## config.mk

```make
export PLATFORM = sky130hd
export DESIGN_NAME = bist_link_tester_flat
export DESIGN_NICKNAME = d
export VERILOG_FILES = /design/src/rtl/bist_pkg.sv /design/src/rtl/bist_link_tester_if.sv /design/src/rtl/bist_pattern_gen.sv /design/src/rtl/bist_link_tester.sv /design/src/flat_wrapper.sv
export SDC_FILE = /design/constraint.sdc
export NUM_CORES = 1
export LEC_CHECK = 0
export ABC_AREA = 1
export CELL_PAD_IN_SITES_DETAIL_PLACEMENT = 1
export CELL_PAD_IN_SITES_GLOBAL_PLACEMENT = 1
export CORE_MARGIN = 3
export CORE_UTILIZATION = 31
export CTS_CLUSTER_SIZE = 25
export DETAILED_ROUTE_END_ITERATION = 8
export PLACE_DENSITY = 0.69
export SLEW_MARGIN = 25
export SYNTH_ARGS = -nofsm -noshare
export SYNTH_HDL_FRONTEND = slang
export SYNTH_SLANG_ARGS = --single-unit
```

## constraint.sdc

```tcl
create_clock -name clk -period 4.08 [get_ports clk]
set_clock_uncertainty 0.05 [all_clocks]
set_input_delay 1.224 -clock clk [delete_from_list [all_inputs] [get_ports clk]]
set_output_delay 1.224 -clock clk [all_outputs]
set_load 0.02 [all_outputs]
```

## src/rtl/bist_pkg.sv

```systemverilog
// bist_pkg: shared types, LFSR polynomial and step function
// for the BIST link tester slice.
package bist_pkg;

  typedef enum logic [1:0] {
    LFSR    = 2'd0,
    WALK    = 2'd1,
    CHECKER = 2'd2,
    SOLID   = 2'd3
  } mode_e;

  typedef enum logic [1:0] {
    RESET_S = 2'd0,
    SEND    = 2'd1,
    DRAIN   = 2'd2,
    DONE    = 2'd3
  } state_e;

  localparam logic [31:0] LFSR_POLY = 32'h80200003;

  // Right-shifting Galois step: taps are XORed in when bit 0 falls out.
  function automatic logic [31:0] lfsr_next(input logic [31:0] s);
    return (s >> 1) ^ (s[0] ? LFSR_POLY : 32'h0);
  endfunction

endpackage

```

## src/rtl/bist_link_tester_if.sv

```systemverilog
// bist_link_tester_if: physical-link bundle (functional in, link out,
// loopback in); master = tester, slave = router/PHY side.
interface bist_link_tester_if #(
  parameter int W = 70
);
  logic [W-1:0] input_channels;
  logic [W-1:0] output_channels;
  logic [W-1:0] loopback_channels;

  modport master (
    input  input_channels,
    input  loopback_channels,
    output output_channels
  );

  modport slave (
    output input_channels,
    output loopback_channels,
    input  output_channels
  );
endinterface

```

## src/rtl/bist_pattern_gen.sv

```systemverilog
// bist_pattern_gen: LFSR + case counter; ports clk, load (start run,
// latch mode), step (next case), mode_in, pattern, last (k == cases-1).
module bist_pattern_gen
  import bist_pkg::*;
#(
  parameter int          W     = 70,
  parameter logic [31:0] SEED  = 32'hdeadbeef,
  parameter int          CASES = 1000
) (
  input  logic         clk,
  input  logic         load,
  input  logic         step,
  input  mode_e        mode_in,
  output logic [W-1:0] pattern,
  output logic         last
);

  localparam logic [31:0] SEED_EFF =
    (SEED == 32'h0) ? 32'h1 : SEED;
  localparam int WW = (W > 1) ? $clog2(W) : 1;

  mode_e          mode_q;
  logic [31:0]    lfsr;
  logic [31:0]    k;
  // k mod W, kept as its own wrapping counter to avoid a divider
  logic [WW-1:0]  walk;

  always_ff @(posedge clk) begin
    if (load) begin
      mode_q <= mode_in;
      lfsr   <= SEED_EFF;
      k      <= '0;
      walk   <= '0;
    end else if (step) begin
      lfsr <= lfsr_next(lfsr);
      k    <= k + 32'd1;
      walk <= (walk == WW'(W - 1)) ? '0 : walk + WW'(1);
    end
  end

  assign last = (k == 32'(CASES - 1));

  always_comb begin
    pattern = '0;
    unique case (mode_q)
      LFSR:
        for (int i = 0; i < W; i++)
          pattern[i] = lfsr[i % 32];
      WALK:
        pattern[walk] = 1'b1;
      CHECKER:
        for (int i = 0; i < W; i++)
          pattern[i] = k[0] ^ i[0];
      SOLID:
        pattern = {W{k[0]}};
    endcase
  end

endmodule

```

## src/rtl/bist_link_tester.sv

```systemverilog
// bist_link_tester: BIST sender/checker; ports clk, reset, restart, mode,
// link (if master), ready, pass, error_mask, error_count.
module bist_link_tester
  import bist_pkg::*;
#(
  parameter int          TEST_CHANNELS    = 70,
  parameter logic [31:0] SEED             = 32'hdeadbeef,
  parameter int          TEST_CASES       = 1000,
  parameter int          LOOPBACK_LATENCY = 2
) (
  input  logic                     clk,
  input  logic                     reset,
  input  logic                     restart,
  input  logic [1:0]               mode,
  bist_link_tester_if.master       link,
  output logic                     ready,
  output logic                     pass,
  output logic [TEST_CHANNELS-1:0] error_mask,
  output logic [15:0]              error_count
);

  localparam int W = TEST_CHANNELS;
  localparam int L = LOOPBACK_LATENCY;

  state_e       state;
  logic [31:0]  drain_cnt;
  logic         start;
  logic         last;
  logic [W-1:0] pattern;
  logic [W-1:0] exp_d;
  logic         vld_d;
  logic [W-1:0] diff;

  // A run starts on leaving RESET_S or on restart while DONE.
  assign start = (state == RESET_S) ||
                 (state == DONE && restart);

  bist_pattern_gen #(
    .W     (W),
    .SEED  (SEED),
    .CASES (TEST_CASES)
  ) u_gen (
    .clk     (clk),
    .load    (reset || start),
    .step    (state == SEND),
    .mode_in (mode_e'(mode)),
    .pattern (pattern),
    .last    (last)
  );

  always_ff @(posedge clk) begin
    if (reset) begin
      state     <= RESET_S;
      ready     <= 1'b0;
      drain_cnt <= '0;
    end else begin
      unique case (state)
        RESET_S: begin
          state <= SEND;
          ready <= 1'b0;
        end
        SEND:
          if (last) begin
            drain_cnt <= '0;
            if (L == 0) begin
              state <= DONE;
              ready <= 1'b1;
            end else begin
              state <= DRAIN;
            end
          end
        DRAIN:
          if (drain_cnt == 32'(L - 1)) begin
            state <= DONE;
            ready <= 1'b1;
          end else begin
            drain_cnt <= drain_cnt + 32'd1;
          end
        DONE:
          if (restart) begin
            state <= SEND;
            ready <= 1'b0;
          end
      endcase
    end
  end

  if (L == 0) begin : g_nodly
    assign exp_d = pattern;
    assign vld_d = (state == SEND);
  end else begin : g_dly
    logic [W-1:0] pipe_d [L];
    logic         pipe_v [L];

    always_ff @(posedge clk) begin
      if (reset) begin
        for (int j = 0; j < L; j++) begin
          pipe_v[j] <= 1'b0;
          pipe_d[j] <= '0;
        end
      end else begin
        pipe_v[0] <= (state == SEND);
        pipe_d[0] <= pattern;
        for (int j = 1; j < L; j++) begin
          pipe_v[j] <= pipe_v[j-1];
          pipe_d[j] <= pipe_d[j-1];
        end
      end
    end

    assign exp_d = pipe_d[L-1];
    assign vld_d = pipe_v[L-1];
  end

  assign diff = link.loopback_channels ^ exp_d;

  always_ff @(posedge clk) begin
    if (reset || start) begin
      error_mask  <= '0;
      error_count <= '0;
    end else if (vld_d && state != DONE && diff != '0) begin
      error_mask <= error_mask | diff;
      if (error_count != 16'hFFFF)
        error_count <= error_count + 16'd1;
    end
  end

  assign pass = ready && (error_mask == '0);

  always_comb begin
    link.output_channels = '0;
    unique case (state)
      SEND:    link.output_channels = pattern;
      DONE:    link.output_channels = link.input_channels;
      RESET_S,
      DRAIN:   link.output_channels = '0;
    endcase
  end

endmodule

```

## src/flat_wrapper.sv

```systemverilog
// flat-port wrapper written by rule: the top's interface ports become plain ports
module bist_link_tester_flat import bist_pkg::*;
#(
  parameter int          TEST_CHANNELS    = 70,
  parameter logic [31:0] SEED             = 32'hdeadbeef,
  parameter int          TEST_CASES       = 1000,
  parameter int          LOOPBACK_LATENCY = 2
)
  (clk, reset, restart, mode, ready, pass, error_mask, error_count, link_input_channels, link_loopback_channels, link_output_channels);
  bist_link_tester_if #(.W((70))) link_i ();
  input  logic clk;
  input  logic reset;
  input  logic restart;
  input  logic [1:0] mode;
  output logic ready;
  output logic pass;
  output logic [TEST_CHANNELS-1:0] error_mask;
  output logic [15:0] error_count;
  input wire logic [$bits(link_i.input_channels)-1:0] link_input_channels;
  input wire logic [$bits(link_i.loopback_channels)-1:0] link_loopback_channels;
  output wire logic [$bits(link_i.output_channels)-1:0] link_output_channels;
  assign link_i.input_channels = link_input_channels;
  assign link_i.loopback_channels = link_loopback_channels;
  assign link_output_channels = link_i.output_channels;
  bist_link_tester #(.TEST_CHANNELS(TEST_CHANNELS), .SEED(SEED), .TEST_CASES(TEST_CASES), .LOOPBACK_LATENCY(LOOPBACK_LATENCY)) u_core (.clk(clk), .reset(reset), .restart(restart), .mode(mode), .link(link_i), .ready(ready), .pass(pass), .error_mask(error_mask), .error_count(error_count));
endmodule
```

==> out/results.tsv, run 1 <==
stage	metric	value	unit
pwr	power_density	536	mW/mm2
worst_setup_path	critPathMaxStageDelay	390	ps
sta	rsz0062_at_grt	no	
placement	dp_slack	-14.1	ps
final_layout	num-nonclk-inverters	373	
sta	fin_hold_ws	342	ps
grt	grt_pass1_wl	94700	um
sta	timing.final.hold_violations	0	
final_layout	drive_gt1_share	9.15	%
synth	synth_top_cell_by_count	nor2_1	
cts	cts.htree.levels	2	
sta	fin_crit_sh	97.0	%
final_layout	clkCellAreaFrac	6.24	%
worst_setup_path	cp_top_family	buffers and inverters	
synth	synth-simple-area-share	31.2	%
synth	yosysWarnings	0	
final_layout	biggestCellCategory	combinational gates	
final_layout	lay_top_cells	389 x nor2_1, 366 x inv_1, 361 x nand2_1	
final_layout	seq_area	0.00675	mm2
grt	antenna_found_initial	4	
worst_setup_path	endpoint_kind	output port	
worst_setup_path	crit_buf_inv	6	
worst_setup_path	arrival	2680	ps
final_layout	layout.nonclk_buf_share	17.3	%
final_layout	comb_share	35.2	%
final_layout	diodes	3	
synth	yosys_most_used_dff	dfxtp_1	
pwr	fin_total_pwr	11.7	mW
status	status	finished, final reports clean	
synth	syn_area	0.0161	mm2
worst_setup_path	reg2reg_from	u_core.state[0]$_SDFFE_PP0P_	
routing	routed.top_layer	met5	
synth	netlist_top_cells_count	400 x nor2_1, 368 x inv_1, 363 x nand2_1	
routing	drtIter0Drc	1049	
sta	relSlewSlack	35.8	%
die	die_h	234	um
final_layout	nMultiInputCombCells	1543	
worst_setup_path	cp_num_cells	11	
die	die-area	0.0546	mm2
worst_setup_path	cp_max_fo	10	
cts	numCtsBuffers	40	
flow_run	warnings	36	
synth	synth_nets	2515	
final_layout	fin_util	43.1	%
worst_setup_path	r2r_slack	1500	ps
synth	ys_sh_adder	0.857	%
placement	place_hpwl	48400	um
routing	met3WireLength	3170	um
die	taps	672	
die	die_w	234	um
synth	synth_cell_types	42	
sta	max_freq	253	MHz
routing	ant_nets	0	
grt	top_usage_layer	met2	
synth	ys.flops	336	
grt	grt_util_met1	31.0	%
cts	cts_tree	built	
min_path	hold_path_class	flop to flop	
grt	grt_max_degree	176	
worst_setup_path	crit_chain	nor3_1 -> buf_4 -> inv_1 -> nor2_1 -> buf_4 -> inv_1 -> nor2_1 -> nor2_4 -> buf_4 -> o21ai_0 -> clkdlybuf4s15_1	
worst_setup_path	critPathSlowestCell	dfxtp_2	
synth	ys_area	0.0161	mm2
routing	dr.pass1.iters	5	
cts	ctsResizeCount	76	
routing	routedLengthMet1	29700	um
pwr	power.leakage	9.08	nW
worst_setup_path	cp-start-kind	flop	
routing	vias	16400	
worst_setup_path	cp-startpoint	u_core.u_gen.walk[0]$_SDFFE_PP0P_	
worst_setup_path	required	2810	ps
placement	dpl.cell_count	3297	
routing	drt_wl_total	62900	um
synth	ys_sh_xor	3.33	%
cts	clock-sinks	336	
cts	postCtsHoldBufs	0	
cts	root_buffer	clkbuf_16	
worst_setup_path	crit_end	link_output_channels[8]	
worst_setup_path	r2r-end	u_core.u_gen.k[25]$_SDFFE_PP0P_	
worst_setup_path	worst_path_most_repeated_cell	buf_4	
synth	synthTopLogicFamily	simple AND/OR/NAND/NOR gates	
flow_run	maxCapViolations	0	
routing	wl_per_cell	18.6	um
synth	ys_sh_mux	0	%
synth	ys_top_cells_by_area	dfxtp_1 42%, nor2_1 9.4%, inv_1 8.6%	
synth	ys_cells	2359	
synth	synth_seq_share	42.0	%
cts	post_cts_buffers	2	
min_path	worstHoldPathCells	2	
[run 1: worst reg2reg max path, cell delays in order, from the launching register on]
cell and delay [ps]:
dfxtp_1 450, ha_1 220, bufinv_8 270, buf_4 260, nor3_1 470, nand3_1 250, nand3b_1 250, o21ai_0 190
a21oi_1 60
[run 1: flip-flops by register name, indices dropped and copies added (netlist names)]
signal               count
u_core.drain_cnt        32
u_core.error_count      16
u_core.error_mask       70
u_core.g_dly.pipe_d    140
u_core.g_dly.pipe_v      2
u_core.ready             1
u_core.state             2
u_core.u_gen.k          32
u_core.u_gen.lfsr       32
u_core.u_gen.mode_q      2
u_core.u_gen.walk        7
[run 1: power breakdown]
group          switching, mW  internal [mW]  leakage, nW
Clock                   1.52           2.20        0.673
Combinational           2.77           1.39         5.68
Sequential             0.219           3.62         2.74
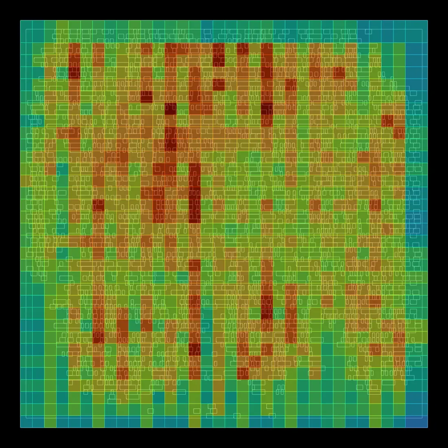
Run 1: routing congestion
grt met3 use: 3.79%
total global routing track utilization: 22.3%
met2 Usage GRT: 35.5%

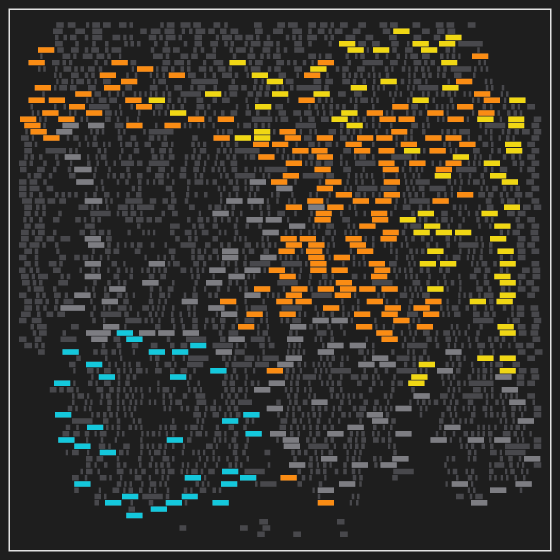
Run 1: where the registers sit
Other sequential cells in the stronger grey, the rest of the logic in the fainter grey.
Key: yellow = u_core.error_mask [placed flops 70]; cyan = u_core.drain_cnt [placed flops 32]; orange = u_core.g_dly.pipe_d [placed flops 140]
sequential share of cell area: 30.9%
Seq. pwr: 3.84 mW

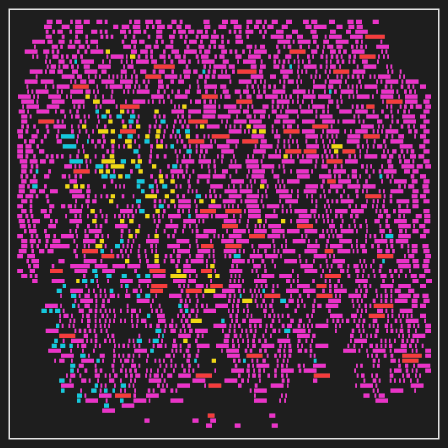
Run 1: cell sizes after repair
Key: cyan = drive 2 [cells 103, share 3.8%]; yellow = drive 3 to 4 [cells 82, share 3.0%]; magenta = drive 1 or less [cells 2,453, share 91%]; red = drive 6 and up [cells 62, share 2.3%]
Plain + repair buffers: 376
fin area: 0.0218 mm2
Final WS setup: 123 ps
Area Growth Syn to Fin: 36.0%

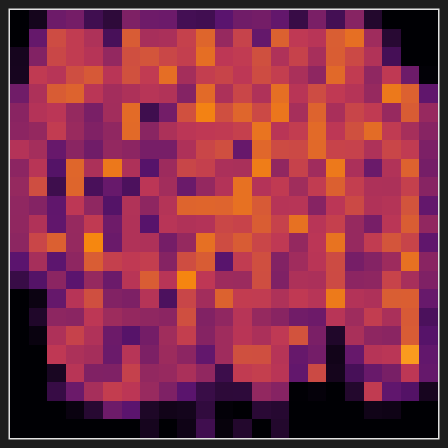
Run 1: cell density map
23 x 23 tiles, from black (low) to pale yellow (high), 0 to 100% covered.
The mean over all tiles is 39%. 9.6% of the tiles are nearly empty. The fullest tile reaches 78%. 0.20% of the tiles are over 75% full.

==> inputs of run 2 (changes only) <==
--- a/config.mk
+++ b/config.mk
@@ -6,6 +6,7 @@
 export NUM_CORES = 1
 export LEC_CHECK = 0
 export ABC_AREA = 1
+export CAP_MARGIN = 20
 export CELL_PAD_IN_SITES_DETAIL_PLACEMENT = 1
 export CELL_PAD_IN_SITES_GLOBAL_PLACEMENT = 1
 export CORE_MARGIN = 3
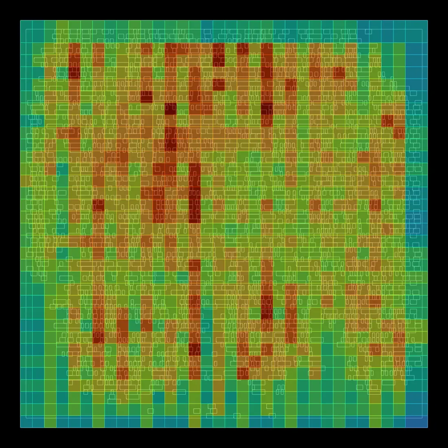
Run 2: routing congestion
wire per inst: 18.6 um
grt peak-use layer: met2
met1 Use GR: 31.0%
fin util: 43.1%

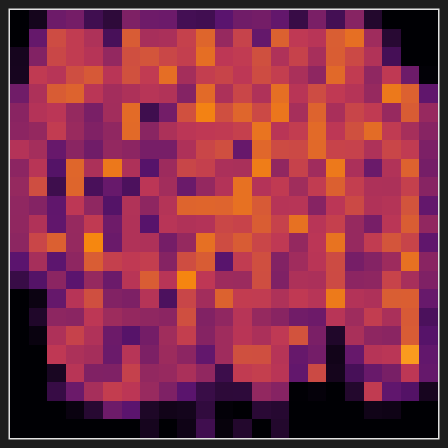
Run 2: cell density map
23 x 23 tiles, from black (low) to pale yellow (high), 0 to 100% covered.
The fullest tile reaches 78%. 9.6% of the tiles are nearly empty. The mean over all tiles is 39%. 0.20% of the tiles are over 75% full.
Core Footprint: 0.0507 mm2
floorplan utilization: 31.7%

==> run 2 against run 1 <==
Net effect:
- final cell count unchanged
- critical path depth unchanged
- synthesized area unchanged
- flip-flop count unchanged
- non-clock buffer count did not move
- sequential share of layout area unchanged
- highest routed layer unchanged
==> out/results.tsv, run 2 <==
stage	metric	value	unit	change
die	taps	672		unchanged
worst_setup_path	cp_top_family	buffers and inverters		
synth	netlist_top_cells_count	400 x nor2_1, 368 x inv_1, 363 x nand2_1		
synth	ys.flops	336		unchanged
synth	syn_area	0.0161	mm2	unchanged
grt	grt_max_degree	176		unchanged
sta	fin_hold_ws	342	ps	unchanged
pwr	power_density	536	mW/mm2	unchanged
routing	dr.pass1.iters	5		unchanged
pwr	fin_total_pwr	11.7	mW	unchanged
placement	dp_slack	-14.1	ps	unchanged
synth	synth-simple-area-share	31.2	%	unchanged
cts	post_cts_buffers	2		unchanged
grt	grt.total_usage	22.3	%	unchanged
cts	ctsResizeCount	76		unchanged
synth	synthTopLogicFamily	simple AND/OR/NAND/NOR gates		
grt	antenna_found_initial	4		unchanged
pwr	power.switching	4.50	mW	unchanged
sta	timing.final.hold_violations	0		unchanged
sta	timing.final.ws_setup	123	ps	unchanged
final_layout	nMultiInputCombCells	1543		unchanged
worst_setup_path	critPathMaxStageDelay	390	ps	about the same
synth	synth_seq_share	42.0	%	unchanged
final_layout	comb_share	35.2	%	unchanged
flow_run	maxCapViolations	0		unchanged
worst_setup_path	arrival	2680	ps	about the same
final_layout	nonClockBufferCount	376		unchanged
grt	use_met2	35.5	%	unchanged
pwr	power.leakage	9.08	nW	unchanged
grt	grt_pass1_wl	94700	um	unchanged
cts	cts.htree.levels	2		unchanged
status	status	finished, final reports clean		
pwr	top_power_group	combinational cells		
cts	numCtsBuffers	40		unchanged
worst_setup_path	endpoint_kind	output port		
pwr	internal-power	7.20	mW	unchanged
cts	root_buffer	clkbuf_16		
final_layout	post-route-cell-area	0.0218	mm2	unchanged
synth	ys_sh_adder	0.857	%	unchanged
cts	clock-sinks	336		unchanged
synth	synth_cell_types	42		unchanged
routing	ant_nets	0		unchanged
min_path	hold_path_class	flop to flop		
synth	ys_top_cells_by_area	dfxtp_1 42%, nor2_1 9.4%, inv_1 8.6%		
grt	use_met3	3.79	%	unchanged
synth	yosys_most_used_dff	dfxtp_1		
routing	drt_wl_total	62900	um	unchanged
pwr	power.share.clock	31.7	%	about the same
pwr	p_seq_share	32.8	%	about the same
synth	synth_top_cell_by_count	nor2_1		
final_layout	largestRegisters	u_core.g_dly.pipe_d x140, u_core.error_mask x70		
cts	cts_tree	built		
final_layout	largest_reg_flops	140		unchanged
final_layout	biggestCellCategory	combinational gates		
synth	ys_cells	2359		unchanged
[run 2: cell counts in the layout (fill, tap and decap cells not counted)]
No cell type changed its count.
[run 2: path summary, 6_finish.rpt]
check                                   startpoint                                      to  depth (start not counted)  slack (ps)
max              u_core.u_gen.walk[0]$_SDFFE_PP0P_                 link_output_channels[8]                         11         120
min          u_core.g_dly.pipe_d[0][48]$_SDFF_PP0_  u_core.g_dly.pipe_d[0][118]$_SDFF_PP0_                          2         340
max reg2reg           u_core.state[0]$_SDFFE_PP0P_         u_core.u_gen.k[25]$_SDFFE_PP0P_                          8        1500
min reg2reg  u_core.g_dly.pipe_d[0][48]$_SDFF_PP0_  u_core.g_dly.pipe_d[0][118]$_SDFF_PP0_                          2         340
Power and IR drop assume default switching activity.
